### Routed metal, one color a layer, run 1

Scale: 6 px per micron. Only two layers are drawn.
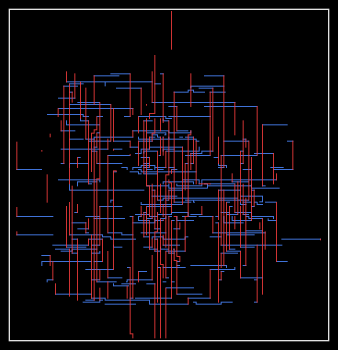
### Placement view, run 1

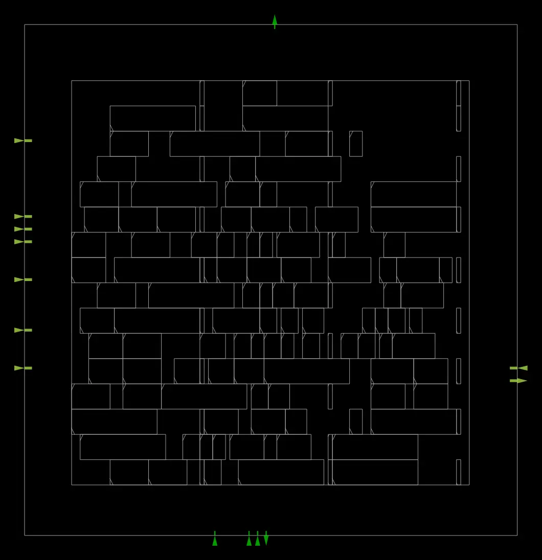
### The metal 3 layer, run 1

Scale: 6 px per micron.
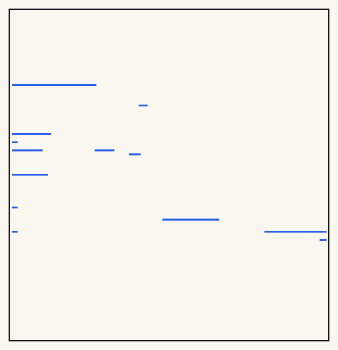
<file path="src/rtl/serial_tx_framer.sv">
// Parallel-to-serial framer: start bit, data LSB first, optional even parity, stop bit.
// Define SERIAL_TX_PARITY_EN to insert the parity bit between data and stop.
module serial_tx_framer #(
  parameter int DATA_WIDTH = 8,
  parameter int BIT_CYCLES = 4
) (
  input  logic                  clk,
  input  logic                  rst,
  input  logic [DATA_WIDTH-1:0] data_in,
  input  logic                  valid_in,
  output logic                  ready_out,
  output logic                  out,
  output logic                  busy
);

  localparam int CW = (BIT_CYCLES > 1) ? $clog2(BIT_CYCLES) : 1;
  localparam int IW = (DATA_WIDTH > 1) ? $clog2(DATA_WIDTH) : 1;
  localparam logic [CW-1:0] LAST_CNT   = CW'(BIT_CYCLES - 1);
  localparam logic [IW-1:0] LAST_IDX   = IW'(DATA_WIDTH - 1);
  localparam logic          STOP_READY = (BIT_CYCLES == 1);

`ifdef SERIAL_TX_PARITY_EN
  typedef enum logic [2:0] {IDLE, START, DATA, PARITY, STOP} state_t;
`else
  typedef enum logic [1:0] {IDLE, START, DATA, STOP} state_t;
`endif

  state_t                  state;
  logic [CW-1:0]           bit_cnt;
  logic [IW-1:0]           idx;
  logic [DATA_WIDTH-1:0]   shreg;
  logic [DATA_WIDTH-1:0]   sh_next;
  logic                    last_bit;
  logic                    accept;
`ifdef SERIAL_TX_PARITY_EN
  logic                    par;
`endif

  assign accept   = valid_in & ready_out;
  assign last_bit = (bit_cnt == LAST_CNT);
  assign sh_next  = shreg >> 1;

  // ready_out is only ever high in IDLE or the last STOP cycle, so accept alone marks a load
  always_ff @(posedge clk or negedge rst) begin
    if (!rst) begin
      state     <= IDLE;
      out       <= 1'b1;
      busy      <= 1'b0;
      ready_out <= 1'b0;
      bit_cnt   <= '0;
      idx       <= '0;
      shreg     <= '0;
`ifdef SERIAL_TX_PARITY_EN
      par       <= 1'b0;
`endif
    end else if (accept) begin
      state     <= START;
      out       <= 1'b0;
      busy      <= 1'b1;
      ready_out <= 1'b0;
      bit_cnt   <= '0;
      idx       <= '0;
      shreg     <= data_in;
`ifdef SERIAL_TX_PARITY_EN
      par       <= ^data_in;
`endif
    end else begin
      case (state)
        IDLE: begin
          out       <= 1'b1;
          busy      <= 1'b0;
          ready_out <= 1'b1;
          bit_cnt   <= '0;
        end
        START: begin
          if (last_bit) begin
            state   <= DATA;
            bit_cnt <= '0;
            out     <= shreg[0];
          end else begin
            bit_cnt <= bit_cnt + CW'(1);
          end
        end
        DATA: begin
          if (last_bit) begin
            bit_cnt <= '0;
            if (idx == LAST_IDX) begin
              idx <= '0;
`ifdef SERIAL_TX_PARITY_EN
              state <= PARITY;
              out   <= par;
`else
              state     <= STOP;
              out       <= 1'b1;
              ready_out <= STOP_READY;
`endif
            end else begin
              idx   <= idx + IW'(1);
              shreg <= sh_next;
              out   <= sh_next[0];
            end
          end else begin
            bit_cnt <= bit_cnt + CW'(1);
          end
        end
`ifdef SERIAL_TX_PARITY_EN
        PARITY: begin
          if (last_bit) begin
            state     <= STOP;
            bit_cnt   <= '0;
            out       <= 1'b1;
            ready_out <= STOP_READY;
          end else begin
            bit_cnt <= bit_cnt + CW'(1);
          end
        end
`endif
        STOP: begin
          // Raise ready one cycle ahead so it is visible during the final stop cycle
          if (last_bit) begin
            state     <= IDLE;
            bit_cnt   <= '0;
            out       <= 1'b1;
            busy      <= 1'b0;
            ready_out <= 1'b1;
          end else begin
            bit_cnt   <= bit_cnt + CW'(1);
            ready_out <= ((bit_cnt + CW'(1)) == LAST_CNT);
          end
        end
        default: begin
          state     <= IDLE;
          out       <= 1'b1;
          busy      <= 1'b0;
          ready_out <= 1'b0;
          bit_cnt   <= '0;
        end
      endcase
    end
  end

endmodule

</file>
<file path="config.mk">
export PLATFORM = sky130hd
export DESIGN_NAME = serial_tx_framer
export DESIGN_NICKNAME = d
export VERILOG_FILES = /design/src/rtl/serial_tx_framer.sv
export SDC_FILE = /design/constraint.sdc
export NUM_CORES = 1
export LEC_CHECK = 0
export CAP_MARGIN = 20
export CORE_AREA = 5 5 48 50
export CTS_BUF_LIST = sky130_fd_sc_hd__clkbuf_2 sky130_fd_sc_hd__clkbuf_4 sky130_fd_sc_hd__clkbuf_8
export DETAILED_ROUTE_END_ITERATION = 10
export DIE_AREA = 0 0 53 55
export PLACE_DENSITY = 0.87
export RECOVER_POWER = 100
export SLEW_MARGIN = 20
export SYNTH_ARGS = -nofsm -noshare
export SYNTH_HDL_FRONTEND = slang
export SYNTH_SLANG_ARGS = --single-unit
</file>
<file path="constraint.sdc">
create_clock -name clk -period 2.9 [get_ports clk]
set_input_delay 0.58 -clock clk [delete_from_list [all_inputs] [get_ports clk]]
set_output_delay 0.58 -clock clk [all_outputs]
set_load 0.02 [all_outputs]
</file>
==> flow_summary_export.csv, run 1 <==
group,metric,value,unit
run_status,outcome,"finished, final reports clean",
worst_setup_path,ff2ff_setup_slack,1.03,ns
place,portBuffers,13,
logic_synthesis,netlist_area,1049,sq um
clocking,clk_pin_slew,0.09,ns
floorplan,die_h,55,microns
sta,relSlewSlack,0.4570,
logic_synthesis,synthArstFlopShare,1.000,
place,finalWeightedCongestion,0.7727,
logic_synthesis,synthFlopType,"dfrtp_1",
clocking,cts_buffers,3,
sta,fmax,0.4754,GHz
clocking,cts_resized,0,
min_path,worstHoldStart,"bit_cnt[0]$_DFF_PN0_",
worst_setup_path,reg2regPathDepth,5,
logic_synthesis,synthTopCellsByCount,"dfrtp_1, nand2_1, ha_1",
grt,grt_pass1_vias,734,
worst_setup_path,startpoint_type,"primary input",
logic_synthesis,synth.most_common_cell,"dfrtp_1",
sta,final_hold_viol_count,0,
min_path,holdPathStages,1,
logic_synthesis,synth.area.mux_share,0.1742,
sta,holdWs,0.4770,ns
min_path,whs_endpoint,"bit_cnt[0]$_DFF_PN0_",
sta,layout_min_cycle_time,2.104,ns
logic_synthesis,yosysSeqAreaShare,0.4308,
floorplan,pin_count,14,
route,drtIter0Drc,16,
min_path,min_path_type,"register to register",
clocking,cts_tree,"done",
sta,finalClockSkew,0.01046,ns
sta,worst_slew_pin_slew,0.8118,ns
worst_setup_path,cp_max_fo,9,
logic_synthesis,ys_cells,93,
place,dp_hpwl,1.391,mm
finish,drive_above_1_share,0.1321,
route,via_per_inst,5.556,
logic_synthesis,synth_cells,93,
clocking,cts_buffer_depth,2,
sta,layout_worst_path_cycle_share,0.7254,
worst_setup_path,setup.worst_path.end_class,"register",
floorplan,num_rows,16,
-- 'Routed metal, one color a layer' (at the start) --
color	layer	wire length
red	met2	935 microns
blue	met1	776 microns
total detailed-routing wirelength: 1.787 mm
total global-route track usage: 0.1476
wire length per cell: 13.44 microns
vias: 739

-- 'Placement view' (at the start) --
sequential cell area share: 0.3828
Layout Cells excl Fill: 133
seq_cells: 18
tap cell count: 27
Fill cells: 156

-- 'The metal 3 layer' (at the start) --
wire length on this layer	58.5 microns
share of all routed wire	3.3%

==> run 1: metal layers <==
layer / vias to the layer above / GRT usage / share of wire
met3: 4 / 0.02413 / 0.032
met5: - / 0 / 0
met2: 13 / 0.2707 / 0.52
li1: 359 / - / -
met4: 0 / 0.06383 / 0.011
met1: 363 / 0.1697 / 0.43
==> run 1: layout by cell type (no fill, tap or decap), types with 4 or more instances in the layout <==
master	synthesis	final
dlygate4sd3_1	0	5
clkbuf_4	0	4
a21oi_1	4	4
mux2_2	6	6
mux2_1	0	7
o21ai_0	5	6
ha_1	8	8
dfrtp_1	17	17
nand2_1	9	9
nand3_1	4	4
inv_1	5	5
clkdlybuf4s50_1	0	8
==> run 1: where the power goes <==
part	switching (uW)	leakage [uW]	total, uW	internal (uW)
combinational	286	0.000309	562	277
sequential	68.5	0.000225	437	368
clock	73.6	0.0000184	136	62.8
total	428	0.000552	1140	708
==> run 1: per-stage QoR <==
stage	area, sq um	power, uW
floorplan	1049	952.6
global placement	1179	1059
detailed placement	1179	1082
CTS	1209	1220
global route	1180	1229
finish	1180	1136
==> run 1: critical path: stages <==
cell	delay, ns
dlygate4sd3_1	0.58
and2_0	0.42
a21o_1	0.33
mux2_1	0.36
==> run 1: layout make-up <==
class	count	area [sq um]
sequential	18	451.7
tap	27	33.78
fill	156	681.9
multi-input combinational	66	515.5
clock buffer	4	30.03
timing repair buffer	13	130.1
inverter	5	18.77
==> run 1: how the worst max path moves through the flow <==
stage | start | to | slack [ns] | cells after the start
global route | valid_in | shreg[1]$_DFFE_PN0P_ | 0.71 | 4
detailed placement | valid_in | shreg[3]$_DFFE_PN0P_ | 0.76 | 4
CTS | out$_DFFE_PN1P_ | out | 0.89 | 1
floorplan | idx[0]$_DFFE_PN0P_ | shreg[0]$_DFFE_PN0P_ | 1.27 | 6
global placement | valid_in | shreg[6]$_DFFE_PN0P_ | 0.78 | 4
finish | valid_in | shreg[3]$_DFFE_PN0P_ | 0.80 | 4
==> run 1: state kept, by name, summed over array words and instances (netlist names) <==
register   count
ready_out      1
bit_cnt        2
idx            3
shreg          8
out            1
busy           1
state          2
==> run 1: logic make-up after synthesis <==
logic type               after synthesis
AND/OR/NAND/NOR                       26
buffers and inverters                  9
adder cells (fa/ha/maj)                8
AND-OR/OR-AND                         18
flip-flops                            18
multiplexers                          14
## Run 2: what changed since run 1
Settings changed: CORE_AREA 5 5 48 50 to 5 5 50 52, DIE_AREA 0 0 53 55 to 0 0 55 57, PLACE_DENSITY 0.87 to 0.8.
Clock period 2.9 ns to 2 ns, I/O delays scaled along.
### Routed metal, one color a layer, run 2

Scale: 6 px per micron. Only two layers are drawn.
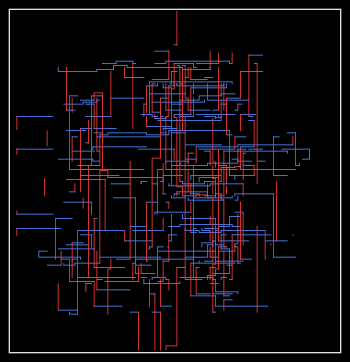
total detailed-routing wirelength: 1.873 mm
wire length per cell: 13.38 microns
total global-route track usage: 0.1467

### Where the registers sit, run 2

Scale: 10 px per micron. Other sequential cells in the stronger gray, the rest of the logic in the fainter gray.
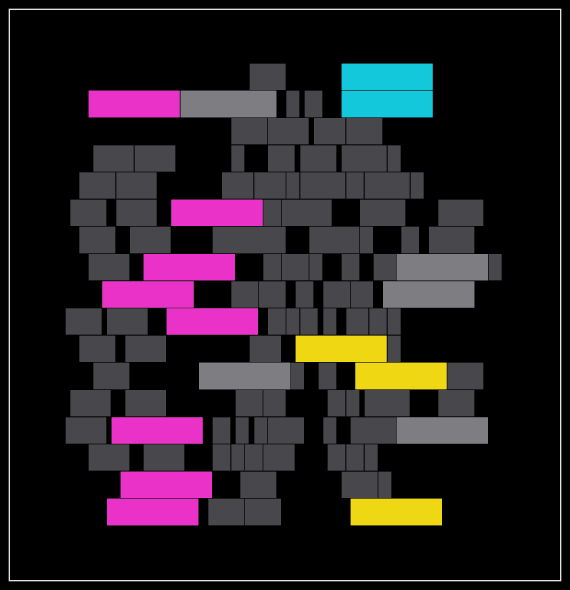
color	netlist name	placed flops
magenta	shreg	8
yellow	idx	3
cyan	state	2
not colored	5

==> run 2 against run 1 <==
  * Final cell count grew 5.3%
  * Synthesized cell count unchanged
  * Routed wire length rose by 4.8%
  * Global-route usage shrank 0.089 points
  * Sequential share of layout area is 1.7 points lower
  * Critical path type is now register to output port
==> flow_summary_export.csv, run 2 <==
group,metric,value,unit
clocking,cts_buffer_depth,2,
worst_setup_path,startpoint_type,"register",
logic_synthesis,synthFlopType,"dfrtp_1",
finish,reg_top3,"shreg: 8 flops, idx: 3 flops",
worst_setup_path,endpoint,"out",
logic_synthesis,netlist_area,1049,sq um
power,switchingPower,641.4,uW
sta,holdWs,0.4657,ns
logic_synthesis,synthArstFlopShare,1.000,
clocking,cts_tree,"done",
floorplan,pin_count,14,
finish,largest_reg_flops,8,
finish,drive_above_1_share,0.1607,
worst_setup_path,ff2ff_setup_slack,0.28,ns
logic_synthesis,ys_cells,93,
worst_setup_path,crit_cells,1,
logic_synthesis,synth.area.mux_share,0.1742,
power,p_clk_frac,0.131,
worst_setup_path,cp_max_fo,2,
place,dp_hpwl,1.475,mm
worst_setup_path,cp_slowest_cell,"clkdlybuf4s50_1",
grt,grt_pass1_vias,819,
run_status,outcome,"finished, final reports clean",
logic_synthesis,yosysSeqAreaShare,0.4308,
finish,regMostFlops,"shreg",
logic_synthesis,synth_cells,93,
clocking,cts_resized,0,
clocking,cts_buffers,3,
worst_setup_path,path_buffers,1,
finish,lay_top_count,"dfrtp_1",
sta,worst_slew_pin_slew,0.5156,ns
route,drtIter0Drc,15,
logic_synthesis,synth.most_common_cell,"dfrtp_1",
power,netSwitchingFraction,0.3711,
clocking,clk_pin_slew,0.11,ns
sta,relSlewSlack,0.6562,
worst_setup_path,reg2regPathDepth,6,
sta,layout_min_cycle_time,1.828,ns
worst_setup_path,startpoint,"out$_DFFE_PN1P_",
floorplan,num_rows,17,
place,finalWeightedCongestion,0.8092,
finish,fillers,202,
worst_setup_path,cp_slowest_stage_delay,0.59,ns
finish,lay_top_cells,"dfrtp_1, clkdlybuf4s50_1, nand2_1",
power,seqPwrFrac,0.367,
worst_setup_path,path_cells,"clkdlybuf4s50_1",
floorplan,die_h,57,microns
power,p_int,1087,uW
min_path,min_path_type,"primary input to async pin",
place,portBuffers,13,
### Placed cells, one color a class, run 2

Scale: 4 px per micron.
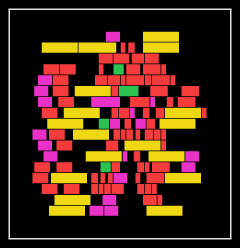
color	class	cells	share of their area
magenta	other buffers and delay cells	19	15%
yellow	flip-flops	18	38%
red	all other logic	71	45%
green	clock drivers and dummy loads	4	3.0%
design area: 1236 sq um
sequential cell area share: 0.3654

==> run 2: cells by family after synthesis <==
group           count (synthesis)
flops                          18
simple gates                   26
buf+inv                         9
compound gates                 18
fa+ha+maj                       8
mux                            14
==> run 2: cell type report <==
class | count | area, sq um | share of cell area
timing repair buffer | 19 | 176.4 | 0.1427
sequential | 18 | 451.7 | 0.3654
multi-input combinational | 66 | 518.0 | 0.4190
tap | 28 | 35.03 | 0.02834
inverter | 5 | 18.77 | 0.01518
clock buffer | 4 | 36.28 | 0.02935
==> run 2: through the flow <==
stage / power (uW) / utilization / cells / instance area (sq um) / worst slack [ns]
after floorplan: 1381 / - / 93 / 1049 / 0.3654
after detailed placement: 1628 / 0.5998 / 136 / 1237 / 0.1207
final: 1728 / 0.5992 / 140 / 1236 / 0.1722
after global routing: 1885 / 0.5992 / 140 / 1236 / 0.1312
after global placement: 1592 / 0.5998 / 136 / 1237 / 0.1535
after CTS: 1864 / 0.6173 / 140 / 1274 / 0.1595
==> run 2: worst min-delay path by stage <==
stage | endpoint | slack [ns] | start | depth (start not counted)
2_1_floorplan | bit_cnt[0]$_DFF_PN0_ | 0.10 | rst | 0
3_3_place_gp | bit_cnt[0]$_DFF_PN0_ | 0.45 | bit_cnt[0]$_DFF_PN0_ | 1
3_5_place_dp | bit_cnt[0]$_DFF_PN0_ | 0.47 | bit_cnt[0]$_DFF_PN0_ | 1
4_1_cts | bit_cnt[1]$_DFF_PN0_ | 0.40 | rst | 1
5_1_grt | busy$_DFFE_PN0P_ | 0.48 | rst | 1
6_report | bit_cnt[1]$_DFF_PN0_ | 0.47 | rst | 1
==> run 2: power groups by stage <==
stage	logic, uW	registers [uW]	clock network [uW]
after floorplan	726	655	0
after detailed placement	979	649	0
final	868	634	227
after global placement	955	637	0
after CTS	988	643	233
after global routing	979	657	248
==> run 2: metal layers <==
metal | global-route usage | share of wire | vias up
met5 | 0 | 0 | -
met4 | 0.06597 | 0.0091 | 0
met3 | 0.02350 | 0.031 | 2
met2 | 0.2230 | 0.48 | 11
met1 | 0.2020 | 0.48 | 357
li1 | - | - | 372
## Run 3: what changed since run 2
Settings changed: CORE_AREA 5 5 50 52 to 5 5 51 53, CTS_BUF_LIST sky130_fd_sc_hd__clkbuf_2 sky130_fd_sc_hd__clkbuf_4 sky130_fd_sc_hd__clkbuf_8 to not set, DIE_AREA 0 0 55 57 to 0 0 56 58, PLACE_DENSITY 0.8 to 0.77.
### Where the registers sit, run 3

Scale: 10 px per micron. Other sequential cells in the stronger gray, the rest of the logic in the fainter gray.
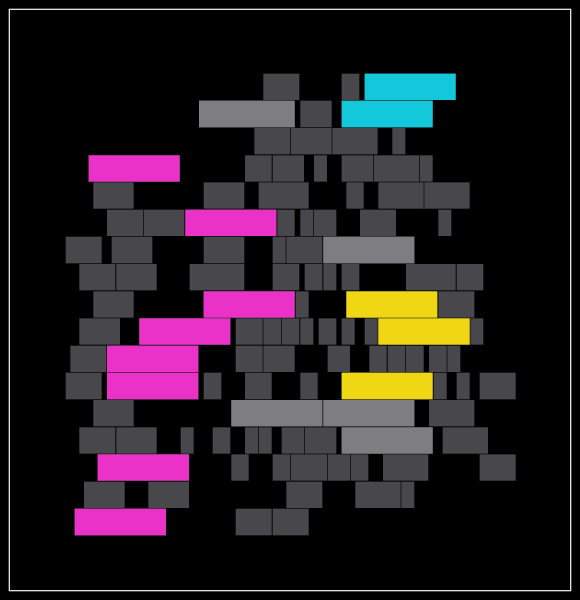
color	netlist name	placed flops
yellow	idx	3
cyan	state	2
magenta	shreg	8

### The metal 3 layer, run 3

Scale: 6 px per micron.
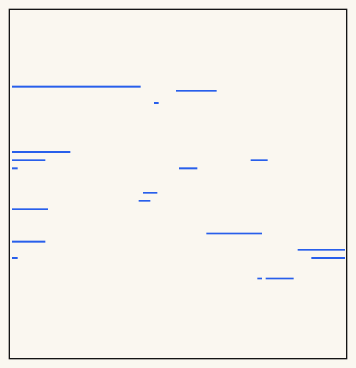
main direction	horizontal
nets with wire on the layer	13
longest straight run	21.2 microns
vias: 752
met3 Use GR: 0.03118
total detailed-routing wirelength: 1.898 mm

==> run 3 against run 2 <==
  * Via count is 1.3% higher
  * Design area shrank 1.2%
  * Final cell count shrank 0.71%
  * Sequential power is 0.6% lower
  * Non-clock buffer count fell by 1
  * Die size grew 3.6%
  * Synthesized area did not move
  * Critical path depth stayed put
  * Clock power barely moved
  * Register-to-register slack worse by 0.09 ns
  * Synthesized cell count unchanged
  * Power fell by 0.29%
==> flow_summary_export.csv, run 3 <==
group,metric,value,unit
route,drtIter0Drc,11,
worst_setup_path,path_buffers,1,
route,wire_per_inst,13.65,microns
grt,grt_pass1_vias,772,
logic_synthesis,synth.area.mux_share,0.1742,
power,netSwitchingFraction,0.3738,
logic_synthesis,synthArstFlopShare,1.000,
logic_synthesis,synthFlopType,"dfrtp_1",
logic_synthesis,yosysSeqAreaShare,0.4308,
finish,reg_top3,"shreg: 8 flops, idx: 3 flops",
floorplan,num_rows,17,
worst_setup_path,cp_slowest_stage_delay,0.59,ns
place,dp_hpwl,1.483,mm
floorplan,die_w,56,microns
worst_setup_path,critPathArrivalTime,1.43,ns
clocking,cts_buffers,3,
clocking,cts_tree,"done",
min_path,min_path_type,"primary input to async pin",
power,seqPwrFrac,0.366,
clocking,cts_buffer_depth,2,
finish,largest_reg_flops,8,
place,portBuffers,13,
worst_setup_path,cp_max_fo,2,
sta,relSlewSlack,0.6205,
worst_setup_path,startpoint_type,"register",
finish,fin_nets,131,
power,switchingPower,644.2,uW
worst_setup_path,cp_slowest_cell,"clkdlybuf4s50_1",
finish,drive_above_1_share,0.1712,
sta,worst_slew_pin_slew,0.5692,ns
place,finalWeightedCongestion,0.8240,
clocking,clk_pin_slew,0.11,ns
worst_setup_path,path_cells,"clkdlybuf4s50_1",
clocking,cts_resized,0,
finish,regMostFlops,"shreg",
run_status,outcome,"finished, final reports clean",
logic_synthesis,synth_cells,93,
logic_synthesis,ys_cells,93,
logic_synthesis,netlist_area,1049,sq um
sta,layout_min_cycle_time,1.829,ns
power,p_int,1079,uW
finish,lay_top_cells,"dfrtp_1, clkdlybuf4s50_1, nand2_1",
floorplan,die_h,58,microns
power,p_clk_frac,0.131,
### Placed cells, one color a class, run 3

Scale: 4 px per micron.
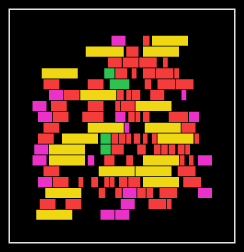
color	class	cells	share of their area
magenta	other buffers and delay cells	18	13%
green	clock drivers and dummy loads	4	3.1%
red	all other logic	71	46%
yellow	flip-flops	18	38%

run 3: final timing paths:
| kind | endpoint | start | slack (ns) | depth (start not counted) |
|---|---|---|---|---|
| setup / recovery | out | out$_DFFE_PN1P_ | 0.17 | 1 |
| setup reg to reg | shreg[3]$_DFFE_PN0P_ | idx[0]$_DFFE_PN0P_ | 0.19 | 6 |
| min in group clk | bit_cnt[0]$_DFF_PN0_ | bit_cnt[0]$_DFF_PN0_ | 0.48 | 1 |
| hold / removal | idx[0]$_DFFE_PN0P_ | rst | 0.45 | 1 |
| hold reg to reg | bit_cnt[0]$_DFF_PN0_ | bit_cnt[0]$_DFF_PN0_ | 0.48 | 1 |
| max in group asynchronous | shreg[3]$_DFFE_PN0P_ | rst | 0.72 | 2 |
run 3: cells by family (layout without fill, tap and decap cells):
family          Yosys count  after routing
compound gates           18             18
flops                    18             18
mux                      14             14
simple gates             26             26
buf+inv                   9             27
fa+ha+maj                 8              8
run 3: final cells by class:
class | instances | area [sq um]
Clock buffer | 4 | 36.28
Fill cell | 192 | 884.6
Inverter | 5 | 18.77
Multi-Input combinational cell | 66 | 521.8
Sequential cell | 18 | 451.7
Tap cell | 28 | 35.03
Timing Repair Buffer | 18 | 157.7
run 3: layer usage:
layer | routed length (microns) | vias up | GRT usage
li1 | - | 364 | -
met1 | 819 | 359 | 0.1540
met2 | 914 | 19 | 0.2187
met3 | 90 | 10 | 0.03118
met4 | 74 | 0 | 0.08475
met5 | 0 | - | 0
run 3: stage by stage:
stage | hold WS [ns] | setup WS (ns) | instances | area (sq um) | power, uW
final | 0.4511 | 0.1708 | 139 | 1221 | 1723
after global routing | 0.4825 | 0.1017 | 139 | 1221 | 1878
after CTS | 0.4002 | 0.1627 | 139 | 1254 | 1842
after detailed placement | 0.4725 | 0.1141 | 135 | 1217 | 1617
after global placement | 0.4522 | 0.1339 | 135 | 1217 | 1575
after floorplan | 0.1044 | 0.3654 | 93 | 1049 | 1381
run 3: power by group through the flow:
stage,clock network [uW],logic [uW],registers [uW]
2_1_floorplan,0,726,655
3_3_place_gp,0,935,640
3_5_place_dp,0,972,645
4_1_cts,230,974,638
5_1_grt,244,976,658
6_report,225,868,630
No activity file was given, so power comes from the tool's default toggle rates.
